===== src/rtl/puf_challenge_sequencer.sv =====
// Splits a latched challenge word into NUM_CHAL sub-challenges, runs each through the
// PUF (reset, evaluate, capture) and publishes the packed responses with an XOR-fold bit.
module puf_challenge_sequencer #(
  parameter int unsigned CHAL_WIDTH  = 32,
  parameter int unsigned NUM_CHAL    = 4,
  parameter int unsigned RESP_WIDTH  = 4,
  parameter int unsigned WAIT_CYCLES = 15,
  parameter int unsigned CNT_WIDTH   = 5
) (
  input  logic                             clk,
  input  logic                             reset,
  input  logic                             trigger,
  input  logic                             abort,
  input  logic [CHAL_WIDTH*NUM_CHAL-1:0]   dataIn,
  input  logic [RESP_WIDTH-1:0]            pufResponse,
  output logic [CHAL_WIDTH-1:0]            challenge,
  output logic                             pufStart,
  output logic                             pufReset,
  output logic                             busy,
  output logic                             done,
  output logic [RESP_WIDTH*NUM_CHAL-1:0]   dataOut,
  output logic                             xorOut
);

  localparam int unsigned IN_WIDTH  = CHAL_WIDTH * NUM_CHAL;
  localparam int unsigned OUT_WIDTH = RESP_WIDTH * NUM_CHAL;
  localparam int unsigned IDX_W     = (NUM_CHAL > 1) ? $clog2(NUM_CHAL) : 1;

  typedef enum logic [2:0] {
    IDLE    = 3'd0,
    PRESET  = 3'd1,
    EVAL    = 3'd2,
    CAPTURE = 3'd3,
    FINISH  = 3'd4
  } state_e;

  state_e                 state_q, state_d;
  logic [IN_WIDTH-1:0]    buf_q, buf_d;
  logic [IDX_W-1:0]       idx_q, idx_d;
  logic [CNT_WIDTH-1:0]   cnt_q, cnt_d;
  logic [OUT_WIDTH-1:0]   shadow_q, shadow_d;
  logic [CHAL_WIDTH-1:0]  challenge_q, challenge_d;
  logic                   pufstart_q, pufstart_d;
  logic                   pufreset_q, pufreset_d;
  logic                   busy_q, busy_d;
  logic                   done_q, done_d;
  logic [OUT_WIDTH-1:0]   dataout_q, dataout_d;
  logic                   xorout_q, xorout_d;

  // State register and all registered outputs
  always_ff @(posedge clk or posedge reset) begin
    if (reset) begin
      state_q     <= IDLE;
      buf_q       <= '0;
      idx_q       <= '0;
      cnt_q       <= '0;
      shadow_q    <= '0;
      challenge_q <= '0;
      pufstart_q  <= 1'b0;
      pufreset_q  <= 1'b1;
      busy_q      <= 1'b0;
      done_q      <= 1'b0;
      dataout_q   <= '0;
      xorout_q    <= 1'b0;
    end else begin
      state_q     <= state_d;
      buf_q       <= buf_d;
      idx_q       <= idx_d;
      cnt_q       <= cnt_d;
      shadow_q    <= shadow_d;
      challenge_q <= challenge_d;
      pufstart_q  <= pufstart_d;
      pufreset_q  <= pufreset_d;
      busy_q      <= busy_d;
      done_q      <= done_d;
      dataout_q   <= dataout_d;
      xorout_q    <= xorout_d;
    end
  end

  // Next-state logic; PUF controls are derived from the next state so they line up with it
  always_comb begin
    state_d     = state_q;
    buf_d       = buf_q;
    idx_d       = idx_q;
    cnt_d       = cnt_q;
    shadow_d    = shadow_q;
    challenge_d = challenge_q;
    dataout_d   = dataout_q;
    xorout_d    = xorout_q;
    done_d      = 1'b0;

    unique case (state_q)
      IDLE: begin
        if (trigger && !abort) begin
          buf_d   = dataIn;
          idx_d   = '0;
          state_d = PRESET;
        end
      end
      PRESET: begin
        cnt_d   = '0;
        state_d = EVAL;
      end
      EVAL: begin
        cnt_d = cnt_q + CNT_WIDTH'(1);
        if (cnt_q == CNT_WIDTH'(WAIT_CYCLES - 1)) begin
          state_d = CAPTURE;
        end
      end
      CAPTURE: begin
        for (int i = 0; i < int'(NUM_CHAL); i++) begin
          if (idx_q == IDX_W'(i)) begin
            shadow_d[i*RESP_WIDTH +: RESP_WIDTH] = pufResponse;
          end
        end
        if (idx_q == IDX_W'(NUM_CHAL - 1)) begin
          state_d = FINISH;
        end else begin
          idx_d   = idx_q + IDX_W'(1);
          state_d = PRESET;
        end
      end
      FINISH: begin
        dataout_d = shadow_q;
        xorout_d  = ^shadow_q;
        done_d    = 1'b1;
        idx_d     = '0;
        state_d   = IDLE;
      end
      default: begin
        state_d = IDLE;
      end
    endcase

    // A cancelled run publishes nothing and forgets its partial responses
    if (abort && (state_q != IDLE)) begin
      state_d   = IDLE;
      idx_d     = '0;
      shadow_d  = '0;
      done_d    = 1'b0;
      dataout_d = dataout_q;
      xorout_d  = xorout_q;
    end

    if (state_d == PRESET) begin
      for (int i = 0; i < int'(NUM_CHAL); i++) begin
        if (idx_d == IDX_W'(i)) begin
          challenge_d = buf_d[i*CHAL_WIDTH +: CHAL_WIDTH];
        end
      end
    end

    pufstart_d = (state_d == EVAL);
    pufreset_d = (state_d != EVAL);
    busy_d     = (state_d == PRESET) || (state_d == EVAL) || (state_d == CAPTURE);
  end

  assign challenge = challenge_q;
  assign pufStart  = pufstart_q;
  assign pufReset  = pufreset_q;
  assign busy      = busy_q;
  assign done      = done_q;
  assign dataOut   = dataout_q;
  assign xorOut    = xorout_q;

endmodule


===== config.mk =====
export PLATFORM = sky130hd
export DESIGN_NAME = puf_challenge_sequencer
export DESIGN_NICKNAME = d
export VERILOG_FILES = /design/src/rtl/puf_challenge_sequencer.sv
export SDC_FILE = /design/constraint.sdc
export NUM_CORES = 1
export LEC_CHECK = 0
export CORE_MARGIN = 2
export CORE_UTILIZATION = 57
export CTS_CLUSTER_SIZE = 25
export DETAILED_ROUTE_END_ITERATION = 12
export PLACE_DENSITY = 0.85
export REMOVE_ABC_BUFFERS = 1
export SETUP_SLACK_MARGIN = 0.02
export SKIP_CTS_REPAIR_TIMING = 1
export SYNTH_ARGS = -nofsm -noshare
export SYNTH_HDL_FRONTEND = slang
export SYNTH_SLANG_ARGS = --single-unit

===== constraint.sdc =====
create_clock -name clk -period 11.1 [get_ports clk]
set_input_delay 1.665 -clock clk [delete_from_list [all_inputs] [get_ports clk]]
set_output_delay 1.665 -clock clk [all_outputs]
set_load 0.1 [all_outputs]

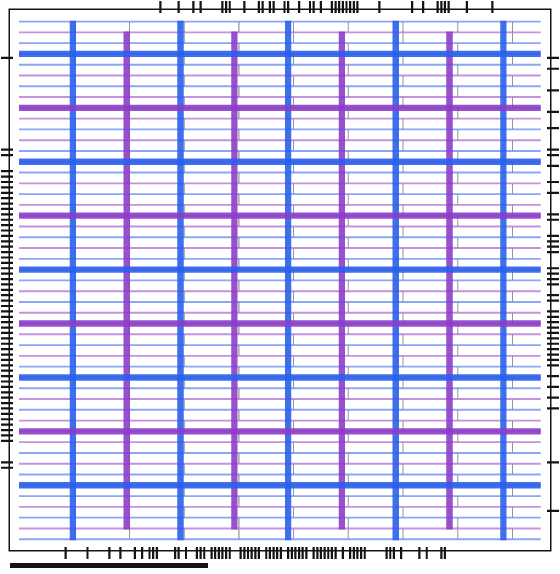
Fig. 1. Power grid (run 1).
Bar = 50 µm. Pins as bars on the die edge. Tap cells in gray.
VDD: in purple. VSS: in blue.
49 met1 rails follow the rows. 9 straps on met5.

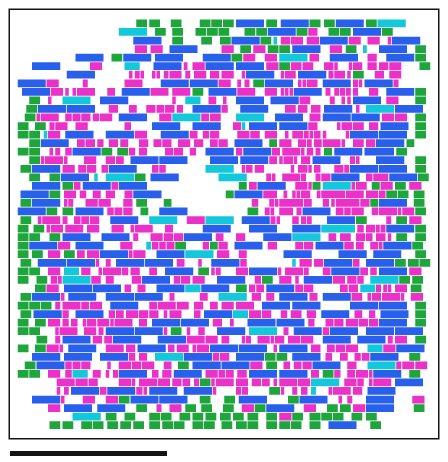
Fig. 2. Placement by cell class (run 1).
Bar = 50 µm.
clock drivers and dummy loads: in cyan, cells 40, share of their area 6.1%. combinational and other logic: in magenta, cells 552, share of their area 36%. flops: in blue, cells 207, share of their area 42%. other buffers and delay cells: in green, cells 199, share of their area 16%.

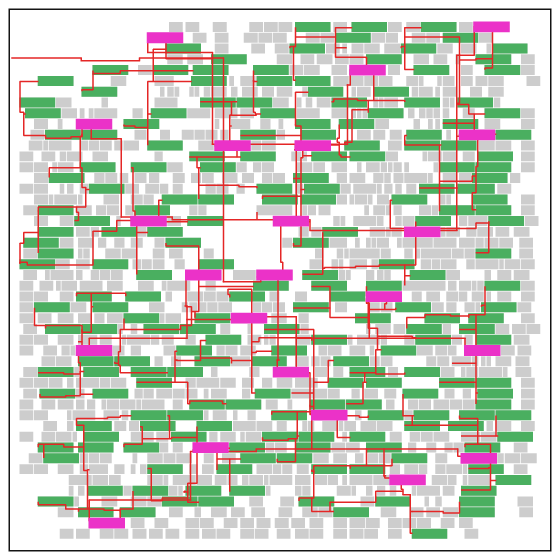
Fig. 3. Clock wires, drivers and flops (run 1).
flip-flops: in green, count 207. clock wires: in red, length 2610 µm. clock drivers: in magenta, count 22.
Position of the flops: widely spread.

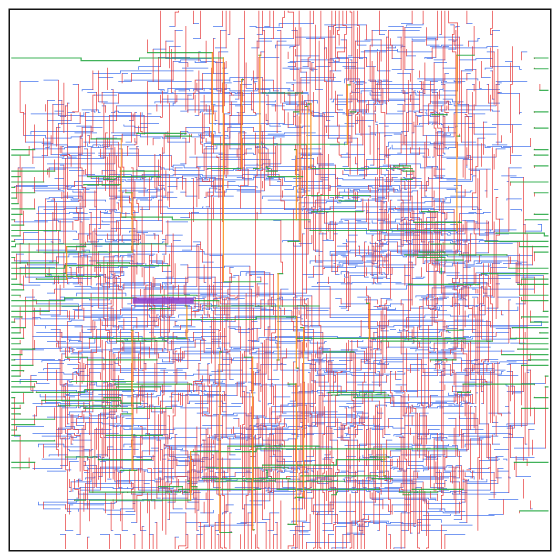
Fig. 4. Routed metal, one color a layer (run 1).
metal 1: in blue, wire length 10700 µm. metal 5: in purple, wire length 13.8 µm. metal 4: in orange, wire length 600 µm. metal 2: in red, wire length 12300 µm. metal 3: in green, wire length 1960 µm.

==> run 1: placed cells by master, fill, tap and decap left out, types with 2 or more instances in the layout <==
master / count
dfrtp_1: 206
clkdlybuf4s50_1: 188
mux2_2: 78
a21o_1: 66
and3_1: 65
nor2_1: 51
nand2_1: 45
nor3_1: 34
a2111oi_0: 32
a221oi_1: 32
o2bb2a_2: 28
o41ai_2: 28
clkbuf_16: 23
xnor2_1: 13
mux2i_1: 12
buf_4: 11
clkbuf_8: 8
o21ai_0: 7
nand3_1: 6
a21oi_1: 6
clkbuf_1: 6
xor2_1: 4
inv_1: 4
o2bb2a_1: 4
o41ai_1: 3
nor4_4: 2
nand2b_1: 2
and2_1: 2
a21oi_4: 2
mux2_1: 2
o31ai_1: 2
ha_1: 2
clkinv_2: 2
==> run 1: kinds of logic (layout without fill, tap and decap cells) <==
| kind of cell | after synthesis | count (layout) | share of synthesized area (%) |
|---|---|---|---|
| buffers and inverters | 83 | 245 | 4.08 |
| XOR/XNOR | 17 | 17 | 1.49 |
| adder cells (fa/ha/maj) | 2 | 2 | 0.251 |
| flip-flops | 207 | 207 | 52.0 |
| AND-OR/OR-AND | 220 | 220 | 20.8 |
| multiplexers | 92 | 92 | 10.2 |
| AND/OR/NAND/NOR | 215 | 215 | 11.1 |
==> run 1: worst paths after layout <==
kind	start	endpoint	slack, ns
max in group asynchronous	reset	buf_q[43]	7.86
max	abort	challenge[28]	6.35
min reg2reg	buf_q[87]	buf_q[87]	0.47
min in group asynchronous	reset	buf_q[57]	1.72
min	buf_q[87]	buf_q[87]	0.47
max reg2reg	state_q[1]	challenge[28]	7.55
==> run 1: sequential cells by signal, summed over array words and instances (netlist names) <==
register / count
buf_q: 128
busy: 1
challenge: 32
cnt_q: 5
dataOut: 16
done: 1
idx_q: 2
pufReset: 1
pufStart: 1
shadow_q: 16
state_q: 3
xorOut: 1
==> run 1: where the power goes <==
part	internal, mW	switching, mW
clock network	0.455	0.299
registers	1.06	0.153
logic	0.563	0.938
total	2.08	1.39
==> run 1: area by class of cell <==
type	instances	area [µm²]
Clock buffer	37	708
Timing Repair Buffer	199	1960
Tap cell	225	282
Sequential cell	207	5180
Fill cell	1179	4550
Multi-Input combinational cell	546	4420
Clock inverter	3	40.0
Inverter	6	30.0
==> run 1: stage by stage <==
| step | area (µm²) | hold WS, ns | instances | util, % |
|---|---|---|---|---|
| 6_report | 12600 | 0.473 | 1223 | 73.5 |
| 5_1_grt | 12600 | 0.484 | 1223 | 73.5 |
| 4_1_cts | 12600 | 0.475 | 1223 | 73.5 |
| 3_5_place_dp | 11900 | 0.461 | 1183 | 69.2 |
| 3_3_place_gp | 11900 | 0.453 | 1183 | 69.2 |
| 2_1_floorplan | 9580 | 0.445 | 759 | - |
==> run 1: per-layer routing <==
metal  track usage (%)  up-vias  part of all wire (%)
met1              38.6     3834                    42
met2              45.4      314                    48
met4              8.62        2                   2.3
li1                  -     3429                     -
met5                 0        -                 0.051
met3              4.88       54                   7.7
==> run notes, run 1 <==
yosys + openroad results -> Routed WL per cell ~21 µm, Avg Vias per Cell 6.24, dominant cell type by area after synthesis dfrtp_1, RSZ-0062 raised after global routing false, Commonest flop dfrtp_1, Final Hold Vio Count 0, unique cell type count in the Yosys netlist 49, Max VDD drop 0.174 mV, Slowest-stage cell, CP buf_4, worst setup path category in -> reg, crit end category register, most frequent cell after synthesis dfrtp_1, Slew Viols, Final 0, asr flop ratio synth 100%, P_leak 5.88 nW, CTS tree yes, Clock transition at path regs 0.06 ns, Clock Path Buffers 3, initial antenna violation count 1, root buf cell clkbuf_16, first-iteration detailed-routing DRC count 640, Least-Margin Pin Slew 1.22 ns, worst path buffer plus inverter count 2, global-route wire length before repair slightly above 40 mm, outcome finished, final reports clean, top cells by count, synth dfrtp_1 (206), mux2_2 (78), a21o_1 (66)
--- run 2 (diff from run 1) ---
--- a/config.mk
+++ b/config.mk
@@ -6,10 +6,10 @@
 export NUM_CORES = 1
 export LEC_CHECK = 0
 export CORE_MARGIN = 2
-export CORE_UTILIZATION = 57
+export CORE_UTILIZATION = 53
 export CTS_CLUSTER_SIZE = 25
 export DETAILED_ROUTE_END_ITERATION = 12
-export PLACE_DENSITY = 0.85
+export PLACE_DENSITY = 0.8
 export REMOVE_ABC_BUFFERS = 1
 export SETUP_SLACK_MARGIN = 0.02
 export SKIP_CTS_REPAIR_TIMING = 1
==> constraint.sdc (replaced) <==
create_clock -name clk -period 4.95 [get_ports clk]
set_input_delay 0.7425 -clock clk [delete_from_list [all_inputs] [get_ports clk]]
set_output_delay 0.7425 -clock clk [all_outputs]
set_load 0.1 [all_outputs]
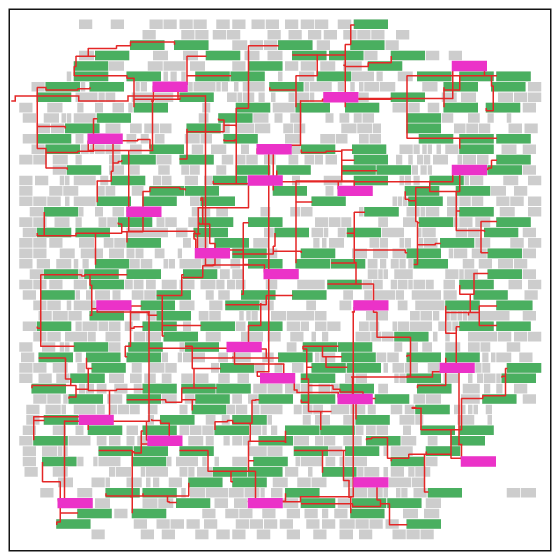
Fig. 5. Clock wires, drivers and flops (run 2).
Clk pwr share: 22.6%
Clock Skew: 0.0203 ns

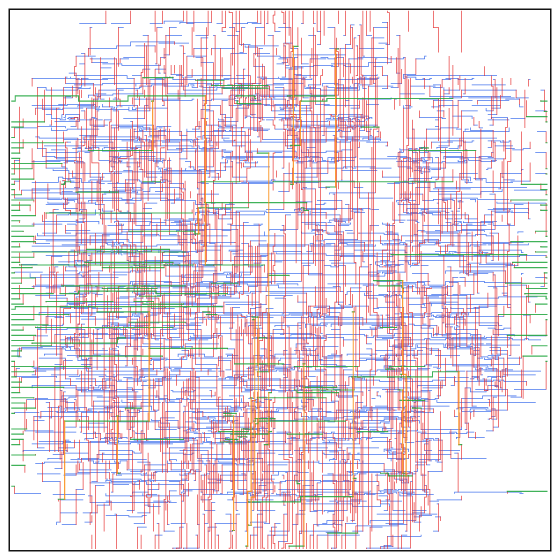
Fig. 6. Routed metal, one color a layer (run 2).
metal 1: in blue, wire length 11200 µm. metal 2: in red, wire length 12500 µm. metal 3: in green, wire length 1700 µm. metal 4: in orange, wire length 625 µm.

==> run notes, run 2 <==
yosys + openroad results -> Avg Vias per Cell 6.18 (was 6.24), global routing's busiest layer met2 (unchanged), max reg flops 128 (unchanged), unique cell type count in the Yosys netlist 49 (unchanged), Routed WL per cell 21.0 µm (was 20.9 µm), Post-Layout Cell Count 1237 (was 1223), most frequent cell after synthesis dfrtp_1 (unchanged), RSZ-0062 raised after global routing false (unchanged), Clock Path Buffers 3 (unchanged), register area 0.00518 mm² (unchanged), grt met1 use 35.7% (was 38.6%), first-iteration detailed-routing DRC count 491 (was 640), RR Endpoint challenge[18] (was challenge[28]), Final Hold Vio Count 0 (unchanged), global-route wire length before repair 41.4 mm (was 40.5 mm), final instance area 0.0127 mm² (was 0.0126 mm²), Worst Setup EP challenge[18] (was challenge[28]), outcome finished, final reports clean (unchanged), Clock transition at path regs 0.06 ns (about the same), Max VDD drop 0.434 mV (was 0.174 mV), asr flop ratio synth 100% (unchanged), initial antenna violation count 2 (was 1), GR Layer Usage met2 42.4% (was 45.4%), RR Startpoint state_q[0] (was state_q[1]), CP Launch Point state_q[0] (was abort), Top reg by flops buf_q (unchanged), placed insts 1194 (was 1183)
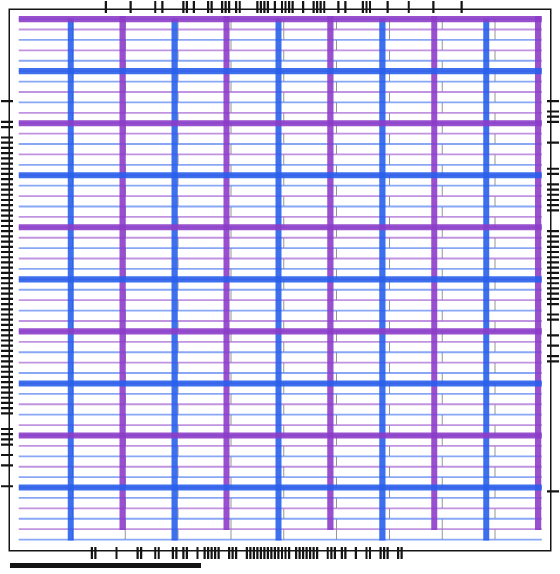
Fig. 7. Power grid (run 2).
Bar = 50 µm. Pins as bars on the die edge. Tap cells in gray.
VSS: in blue. VDD: in purple.
234 tap cells. The core has 50 rows.

## run 2: netlist changes by cell type in the layout (fill, tap and decap cells not counted), sizes merged
cell / change
bufinv: +1
clkinvlp: +2
diode: +2
buf: +2
clkbuf: -4
inv: +2
## run 2: where the power goes
| group | internal [mW] | switching [mW] |
|---|---|---|
| sequential | 2.38 | 0.360 |
| combinational | 1.27 | 2.11 |
| clock | 1.09 | 0.695 |
| total | 4.74 | 3.16 |
## run 2: worst min-delay path by stage
stage / cells past startpoint / endpoint / from / slack, ns
after floorplan: 1 / buf_q[64] / buf_q[64] / 0.45
after global placement: 1 / buf_q[76] / buf_q[76] / 0.45
after detailed placement: 2 / challenge[24] / challenge[24] / 0.46
after CTS: 1 / buf_q[74] / buf_q[74] / 0.48
after global routing: 1 / buf_q[76] / buf_q[76] / 0.49
final: 1 / buf_q[74] / buf_q[74] / 0.47
## run 2: layout make-up
cell class / instances / share of cell area, %
Sequential cell: 207 / 40.7
Multi-Input combinational cell: 546 / 34.7
Timing Repair Buffer: 201 / 15.7
Clock buffer: 33 / 5.52
Tap cell: 234 / 2.30
Clock inverter: 8 / 0.825
Inverter: 6 / 0.236
Antenna cell: 2 / 0.0393
## run 2: kinds of logic (layout without fill, tap and decap cells)
| group | Yosys count | after routing | share of synthesized area, % |
|---|---|---|---|
| AOI/OAI and AO/OA | 220 | 220 | 20.8 |
| and+or+nand+nor | 215 | 215 | 11.1 |
| DFF | 207 | 207 | 52.0 |
| muxes | 92 | 92 | 10.2 |
| buffers and inverters | 83 | 248 | 4.08 |
| xor gates and xnor gates | 17 | 17 | 1.49 |
| adders and majority gates | 2 | 2 | 0.251 |
| other | 0 | 2 | 0 |
## run 2: metal layers
layer  vias to the layer above  routed length [µm]  part of all wire, %
li1                       3444                   -                    -
met2                       289               12500                   48
met1                      3865               11200                   43
met5                         -                   0                    0
met4                         0                 624                  2.4
met3                        48                1700                  6.5
## run 2: metrics by stage
stage	util (%)	hold slack, ns
3_3_place_gp	64.2	0.454
5_1_grt	68.6	0.489
2_1_floorplan	-	0.445
4_1_cts	68.6	0.475
6_report	68.6	0.473
3_5_place_dp	64.2	0.459
## run 2: worst max-delay path, stage by stage, from the launching register on
cell and delay [ns]:
dfrtp_1 0.61, and3b_1 0.40, a21o_1 0.82, buf_4 0.35, a221oi_1 0.09, o2bb2a_2 0.31
o41ai_2 0.34
No activity file was given, so power comes from the tool's default toggle rates.
